### src/rtl/seq_divider_16bit_pkg.sv
// seq_divider_16bit_pkg: shared width, FSM encoding and constants for the divider.
// Contents:
//   WIDTH         operand/result width (only 16 is supported)
//   state_t       FSM states IDLE/BUSY/DONE
//   DIV0_QUOTIENT quotient reported for a zero divisor
//   ITER_LAST     value of the iteration counter on the final iteration
package seq_divider_16bit_pkg;
    localparam int WIDTH = 16;
    typedef enum logic [1:0] {
        IDLE = 2'd0,
        BUSY = 2'd1,
        DONE = 2'd2
    } state_t;
    localparam logic [WIDTH-1:0] DIV0_QUOTIENT = 16'hFFFF;
    localparam logic [3:0] ITER_LAST = 4'd15;
endpackage

### src/rtl/seq_divider_16bit_if.sv
// seq_divider_16bit_if: start/done handshake and operand/result bus of the divider.
// Signals:
//   start        request pulse from the controller
//   dividend     unsigned dividend
//   divisor      unsigned divisor
//   busy         high while the divider iterates
//   done         one-cycle result-valid pulse
//   quotient     result quotient
//   remainder    result remainder
//   div_by_zero  set with done when the divisor was zero
// Modports: master = ALU controller, slave = divider.
interface seq_divider_16bit_if;
    import seq_divider_16bit_pkg::*;
    logic             start;
    logic [WIDTH-1:0] dividend;
    logic [WIDTH-1:0] divisor;
    logic             busy;
    logic             done;
    logic [WIDTH-1:0] quotient;
    logic [WIDTH-1:0] remainder;
    logic             div_by_zero;
    modport master (
        output start, dividend, divisor,
        input  busy, done, quotient, remainder, div_by_zero
    );
    modport slave (
        input  start, dividend, divisor,
        output busy, done, quotient, remainder, div_by_zero
    );
endinterface

### src/rtl/seq_divider_16bit_cla.sv
// carry_look_ahead_16bit: 16-bit carry-lookahead adder/subtractor.
// Ports:
//   a, b  16-bit operands
//   mode  0 = add, 1 = subtract (b is inverted; pair with cin=1)
//   cin   carry in
//   sum   16-bit result
//   cout  carry out (for subtraction: 1 means a >= b)
module carry_look_ahead_16bit (
    input  logic [15:0] a,
    input  logic [15:0] b,
    input  logic        mode,
    input  logic        cin,
    output logic [15:0] sum,
    output logic        cout
);
    logic [15:0] bb, g, p, c;
    logic        blk, carry, gg, pp;
    assign bb = b ^ {16{mode}};
    assign g  = a & bb;
    assign p  = a ^ bb;
    // Four 4-bit groups: carries ripple inside a group, group generate/propagate
    // terms carry across groups.
    always_comb begin
        c     = '0;
        blk   = cin;
        carry = 1'b0;
        gg    = 1'b0;
        pp    = 1'b1;
        for (int k = 0; k < 4; k++) begin
            carry = blk;
            gg    = 1'b0;
            pp    = 1'b1;
            for (int j = 0; j < 4; j++) begin
                c[4*k+j] = carry;
                carry    = g[4*k+j] | (p[4*k+j] & carry);
                gg       = g[4*k+j] | (p[4*k+j] & gg);
                pp       = pp & p[4*k+j];
            end
            blk = gg | (pp & blk);
        end
    end
    assign sum  = p ^ c;
    assign cout = blk;
endmodule

### src/rtl/seq_divider_16bit.sv
// seq_divider_16bit: iterative 16/16 unsigned restoring divider, one quotient bit per cycle.
// Ports:
//   clk    system clock, rising edge
//   rst_n  synchronous active-low reset
//   bus    seq_divider_16bit_if.slave: start/operands in, busy/done/results out
module seq_divider_16bit
    import seq_divider_16bit_pkg::*;
(
    input logic clk,
    input logic rst_n,
    seq_divider_16bit_if.slave bus
);
    state_t           state, next_state;
    logic [WIDTH-1:0] r, q, d, t, r_next, q_next;
    logic [WIDTH:0]   s;
    logic [3:0]       count;
    logic             c, take, accept, zero_div;

    // Shifted partial remainder; its top bit set means it already exceeds any divisor.
    assign s        = {r, q[WIDTH-1]};
    assign take     = s[WIDTH] | c;
    assign r_next   = take ? t : s[WIDTH-1:0];
    assign q_next   = {q[WIDTH-2:0], take};
    assign accept   = (state == IDLE) && bus.start;
    assign zero_div = bus.divisor == '0;

    carry_look_ahead_16bit u_sub (
        .a    (s[WIDTH-1:0]),
        .b    (d),
        .mode (1'b1),
        .cin  (1'b1),
        .sum  (t),
        .cout (c)
    );

    always_ff @(posedge clk) begin
        if (!rst_n) state <= IDLE;
        else        state <= next_state;
    end

    always_comb begin
        next_state = (state == IDLE) ? (bus.start ? (zero_div ? DONE : BUSY) : IDLE)
                   : (state == BUSY) ? ((count == ITER_LAST) ? DONE : BUSY)
                   : IDLE;
    end

    always_comb begin
        bus.busy = state == BUSY;
        bus.done = state == DONE;
    end

    always_ff @(posedge clk) begin
        if (!rst_n) begin
            r               <= '0;
            q               <= '0;
            d               <= '0;
            count           <= '0;
            bus.quotient    <= '0;
            bus.remainder   <= '0;
            bus.div_by_zero <= 1'b0;
        end else if (accept && zero_div) begin
            bus.quotient    <= DIV0_QUOTIENT;
            bus.remainder   <= bus.dividend;
            bus.div_by_zero <= 1'b1;
        end else if (accept) begin
            r               <= '0;
            q               <= bus.dividend;
            d               <= bus.divisor;
            count           <= '0;
            bus.div_by_zero <= 1'b0;
        end else if (state == BUSY) begin
            r     <= r_next;
            q     <= q_next;
            count <= count + 4'd1;
            if (count == ITER_LAST) begin
                bus.quotient  <= q_next;
                bus.remainder <= r_next;
            end
        end
    end
endmodule
### src/flat_wrapper.sv
// flat-port wrapper written by rule: the top's interface ports become plain ports
module seq_divider_16bit_flat import seq_divider_16bit_pkg::*;
  (clk, rst_n, bus_start, bus_dividend, bus_divisor, bus_busy, bus_done, bus_quotient, bus_remainder, bus_div_by_zero);
  seq_divider_16bit_if bus_i ();
  input logic clk;
  input logic rst_n;
  input wire logic [$bits(bus_i.start)-1:0] bus_start;
  input wire logic [$bits(bus_i.dividend)-1:0] bus_dividend;
  input wire logic [$bits(bus_i.divisor)-1:0] bus_divisor;
  output wire logic [$bits(bus_i.busy)-1:0] bus_busy;
  output wire logic [$bits(bus_i.done)-1:0] bus_done;
  output wire logic [$bits(bus_i.quotient)-1:0] bus_quotient;
  output wire logic [$bits(bus_i.remainder)-1:0] bus_remainder;
  output wire logic [$bits(bus_i.div_by_zero)-1:0] bus_div_by_zero;
  assign bus_i.start = bus_start;
  assign bus_i.dividend = bus_dividend;
  assign bus_i.divisor = bus_divisor;
  assign bus_busy = bus_i.busy;
  assign bus_done = bus_i.done;
  assign bus_quotient = bus_i.quotient;
  assign bus_remainder = bus_i.remainder;
  assign bus_div_by_zero = bus_i.div_by_zero;
  seq_divider_16bit u_core (.clk(clk), .rst_n(rst_n), .bus(bus_i));
endmodule
### config.mk
export PLATFORM = sky130hd
export DESIGN_NAME = seq_divider_16bit_flat
export DESIGN_NICKNAME = d
export VERILOG_FILES = /design/src/rtl/seq_divider_16bit_pkg.sv /design/src/rtl/seq_divider_16bit_if.sv /design/src/rtl/seq_divider_16bit_cla.sv /design/src/rtl/seq_divider_16bit.sv /design/src/flat_wrapper.sv
export SDC_FILE = /design/constraint.sdc
export NUM_CORES = 1
export LEC_CHECK = 0
export CORE_ASPECT_RATIO = 1.2
export CORE_MARGIN = 2
export CORE_UTILIZATION = 50
export CTS_BUF_LIST = sky130_fd_sc_hd__clkbuf_16
export CTS_CLUSTER_DIAMETER = 50
export DETAILED_ROUTE_END_ITERATION = 12
export HOLD_SLACK_MARGIN = 0.06
export PLACE_DENSITY = 0.81
export RECOVER_POWER = 100
export SYNTH_ARGS = -nofsm -noshare
export SYNTH_HDL_FRONTEND = slang
export SYNTH_HIERARCHICAL = 1
export SYNTH_SLANG_ARGS = --single-unit
### constraint.sdc
create_clock -name clk -period 3.8 [get_ports clk]
set_input_delay 0.57 -clock clk [delete_from_list [all_inputs] [get_ports clk]]
set_output_delay 0.57 -clock clk [all_outputs]
set_load 0.02 [all_outputs]
==> images/wire_density.png <==
Bar = 20 µm. 18 x 22 tiles, from dark blue (low) to red (high), scaled to the fullest tile. Values are wire area over tile area, all layers added.
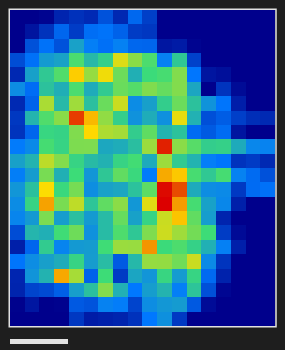
emptiest ninth of the die: top right
nearly empty tiles: 20%
densest ninth of the die: middle

==> images/cell_classes.png <==
Fill, decap, tap and diode cells in gray.
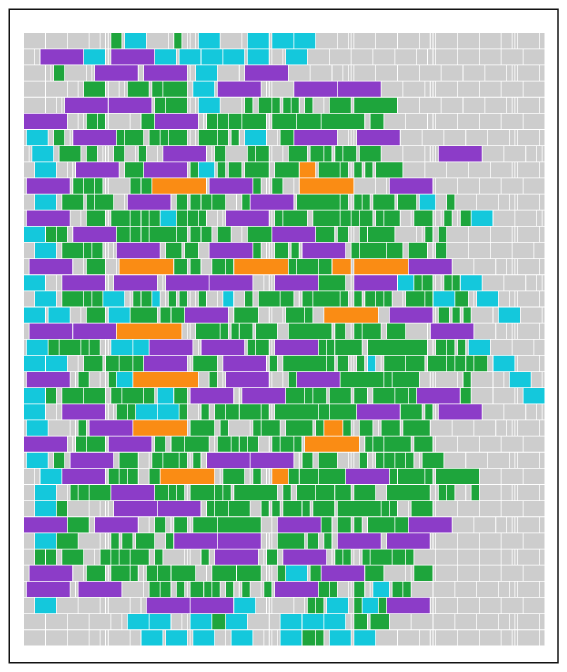
| class | color | cells | share of their area |
|---|---|---|---|
| other buffers and delay cells | cyan | 81 | 14% |
| all other logic | green | 409 | 49% |
| flops | purple | 87 | 31% |
| clock drivers and dummy loads | orange | 15 | 5.7% |

[registers in the layout (all words and copies together), names as in the netlist]
register	flops
u_core/bus.div_by_zero	1
u_core/bus.quotient	16
u_core/bus.remainder	16
u_core/count	4
u_core/d	16
u_core/q	16
u_core/r	16
u_core/state	2
[worst max path at each step]
stage	start	endpoint	slack [ps]	cells past startpoint
after global placement	u_core/d[3]$_SDFFE_PN0P_	u_core/bus.remainder[11]$_SDFFE_PN0P_	670	13
final	bus_divisor[10]	u_core/r[10]$_SDFFE_PN0P_	260	6
after global routing	bus_divisor[10]	u_core/r[10]$_SDFFE_PN0P_	160	6
after floorplan	u_core/d[3]$_SDFFE_PN0P_	u_core/bus.remainder[11]$_SDFFE_PN0P_	800	13
after detailed placement	u_core/d[3]$_SDFFE_PN0P_	u_core/bus.remainder[11]$_SDFFE_PN0P_	560	13
after CTS	u_core/d[2]$_SDFFE_PN0P_	u_core/bus.remainder[11]$_SDFFE_PN0P_	500	13
[where the power goes]
part	internal, mW	leakage (nW)	switching (mW)
Sequential	0.942	0.707	0.0259
Combinational	0.111	1.40	0.167
Clock	0.577	0.149	0.368
[final cells by class]
type                    instances  area, µm²
clock buffers                   9        225
clock inverters                 6       92.6
fillers                       749       3400
inverters                      36        135
multi-input cells             373       2570
flip-flops and latches         87       1740
well taps                     120        150
repair buffers                 81        771
[cells in the final DEF, fill, tap and decap left out, types with 12 or more instances in the layout]
cell type / Yosys / routed
nand2_1: 86 / 87
nand3_1: 21 / 21
mux2i_1: 31 / 31
a21oi_1: 45 / 45
nor2_1: 20 / 20
fa_1: 12 / 12
o221ai_1: 15 / 15
o22ai_1: 16 / 16
nor3_1: 17 / 17
mux2_2: 16 / 16
a31oi_1: 18 / 18
dfxtp_1: 87 / 87
xor2_1: 16 / 16
ha_1: 17 / 17
inv_1: 35 / 35
dlygate4sd3_1: 0 / 36
clkdlybuf4s50_1: 0 / 33
[stage by stage]
| step | utilization [%] | worst slack, ps | total power, mW | cell area (µm²) |
|---|---|---|---|---|
| 3_5_place_dp | 59.3 | 563 | 1.26 | 5390 |
| 2_1_floorplan | - | 802 | 1.17 | 4680 |
| 4_1_cts | 62.8 | 497 | 2.20 | 5700 |
| 3_3_place_gp | 59.3 | 670 | 1.25 | 5390 |
| 6_report | 62.6 | 261 | 2.19 | 5680 |
| 5_1_grt | 62.6 | 156 | 2.26 | 5680 |
[logic make-up (layout without fill, tap and decap cells)]
group           after synthesis  count (layout)  share of synthesized area (%)
simple gates                165             165                           16.1
compound gates              109             109                           14.6
flops                        87              87                           37.3
buf+inv                      74             132                           8.06
mux                          47              47                           10.5
fa+ha+maj                    29              29                           9.69
xor+xnor                     20              20                           3.75
other cells                   1               3                         0.0802
[worst max-delay path: stages]
cell and delay (ps):
dlygate4sd3_1 550, nor4_1 660, a41o_1 260, clkbuf_1 930, nand2_2 520, o22ai_1 290
[layer usage]
metal / global-route usage (%) / share of wire (%) / up-vias
met3: 4.04 / 6.1 / 34
met4: 9.38 / 2.5 / 0
met5: 0 / 0 / -
met2: 43.2 / 50 / 170
met1: 30.1 / 41 / 2014
li1: - / - / 1957
==> metrics.csv <==
metric;value;unit
outcome;finished clean;
first-pass GRT wire length;19.9;mm
CTS H-tree depth;3;
vias per cell;5.86;
CTS tree;built;
dpl hpwl;8.24;mm
clock-pin slew of the registers on the worst-case setup and hold paths;70;ps
Period minus WS final;3540;ps
Slew HR;16.4;%
hold slack;465;ps
Post-synth seq share;37.3;%
IO Count;70;
Fmax achieved;0.283;GHz
Late-Pin Clk Latency;340;ps
Post-Syn Instances;532;
Worst setup EP type;flop;
Mapped Area;0.00467;mm²
Chip Area, Yosys;0.00467;mm²
dpl cells;697;
Yosys Instances;532;
top cells by count;87 x dfxtp_1, 86 x nand2_1, 45 x a21oi_1, 35 x inv_1, 31 x mux2i_1;
P_leak;2.25;nW
root buffer cell;clkbuf_16;
Resized cells post-CTS;0;
setup bufs post-CTS;0;
# hold bufs at CTS;0;
die area;0.0101;mm²
Cell Rows;38;
Crit Path Class;in2reg;
worst reg2reg path depth;11;
drt initial violations;281;
Die Height;110;µm
P per Cell Area;386;mW/mm²
floorplan core density;51.5;%
R2R Setup Slk;430;ps
ys flops;87;
n_diodes;0;
yosys synthesis warning count;6;
RSZ-0062 raised after global routing;no;
startpoint class of the critical path;input port;
syn avg cell area;8.78;µm²
post-route ant nets;0;
Post-Route WL;12.1;mm
dominant cell type by area after synthesis;dfxtp_1;
setup violators final;0;
Hold Crit Start;u_core/bus.div_by_zero$_SDFFE_PN0P_;
core area;0.00908;mm²
ys async rst share;0;%
# clock sinks;87;
initial antenna violation count;0;
DR vias;4175;
WL per Instance;17.0;µm
nets@finish;652;
most instantiated library cell after synthesis;dfxtp_1;
worst r2r dst;u_core/bus.remainder[7]$_SDFFE_PN0P_;
Worst Hold Class;reg2reg;
Max VDD drop;0.374;mV
CP arrival;3790;ps
Port Buf Inserts;69;
largest net degree at the start of global routing;56;
area share, top type;37.3;%
crit-path max FO;25;
number of global-route vias before repair;4177;
Placer Congestion;0.864;
Finished Layout Cells;712;
Worst-Margin Slew;1250;ps
CTS Buf Count;9;
Synth Flop Type;dfxtp_1;
max-slew violations;0;
Log Warnings;26;
CP required;4050;ps
Worst Hold Depth;2;
period utilization;93.1;%
Final Hold Viols;0;
max cap viols;0;
Cell Type Count;43;
Layout area overhead;21.6;%
GRT Overall Usage;24.5;%
top cells, area;dfxtp_1 37%, nand2_1 6.9%, mux2i_1 6.6%, fa_1 5.1%, a21oi_1 4.8%;
worst reg2reg startpoint;u_core/d[2]$_SDFFE_PN0P_;
CTS Buffer Depth;2;
layout cells sized above 1;8.45;%
Die Span X;92.3;µm
setup TNS;0;ps
Pre-antenna DRT Iters;5;
GRT overflow;0;
Power figures rest on the tool's default switching activity, not on a simulated workload.
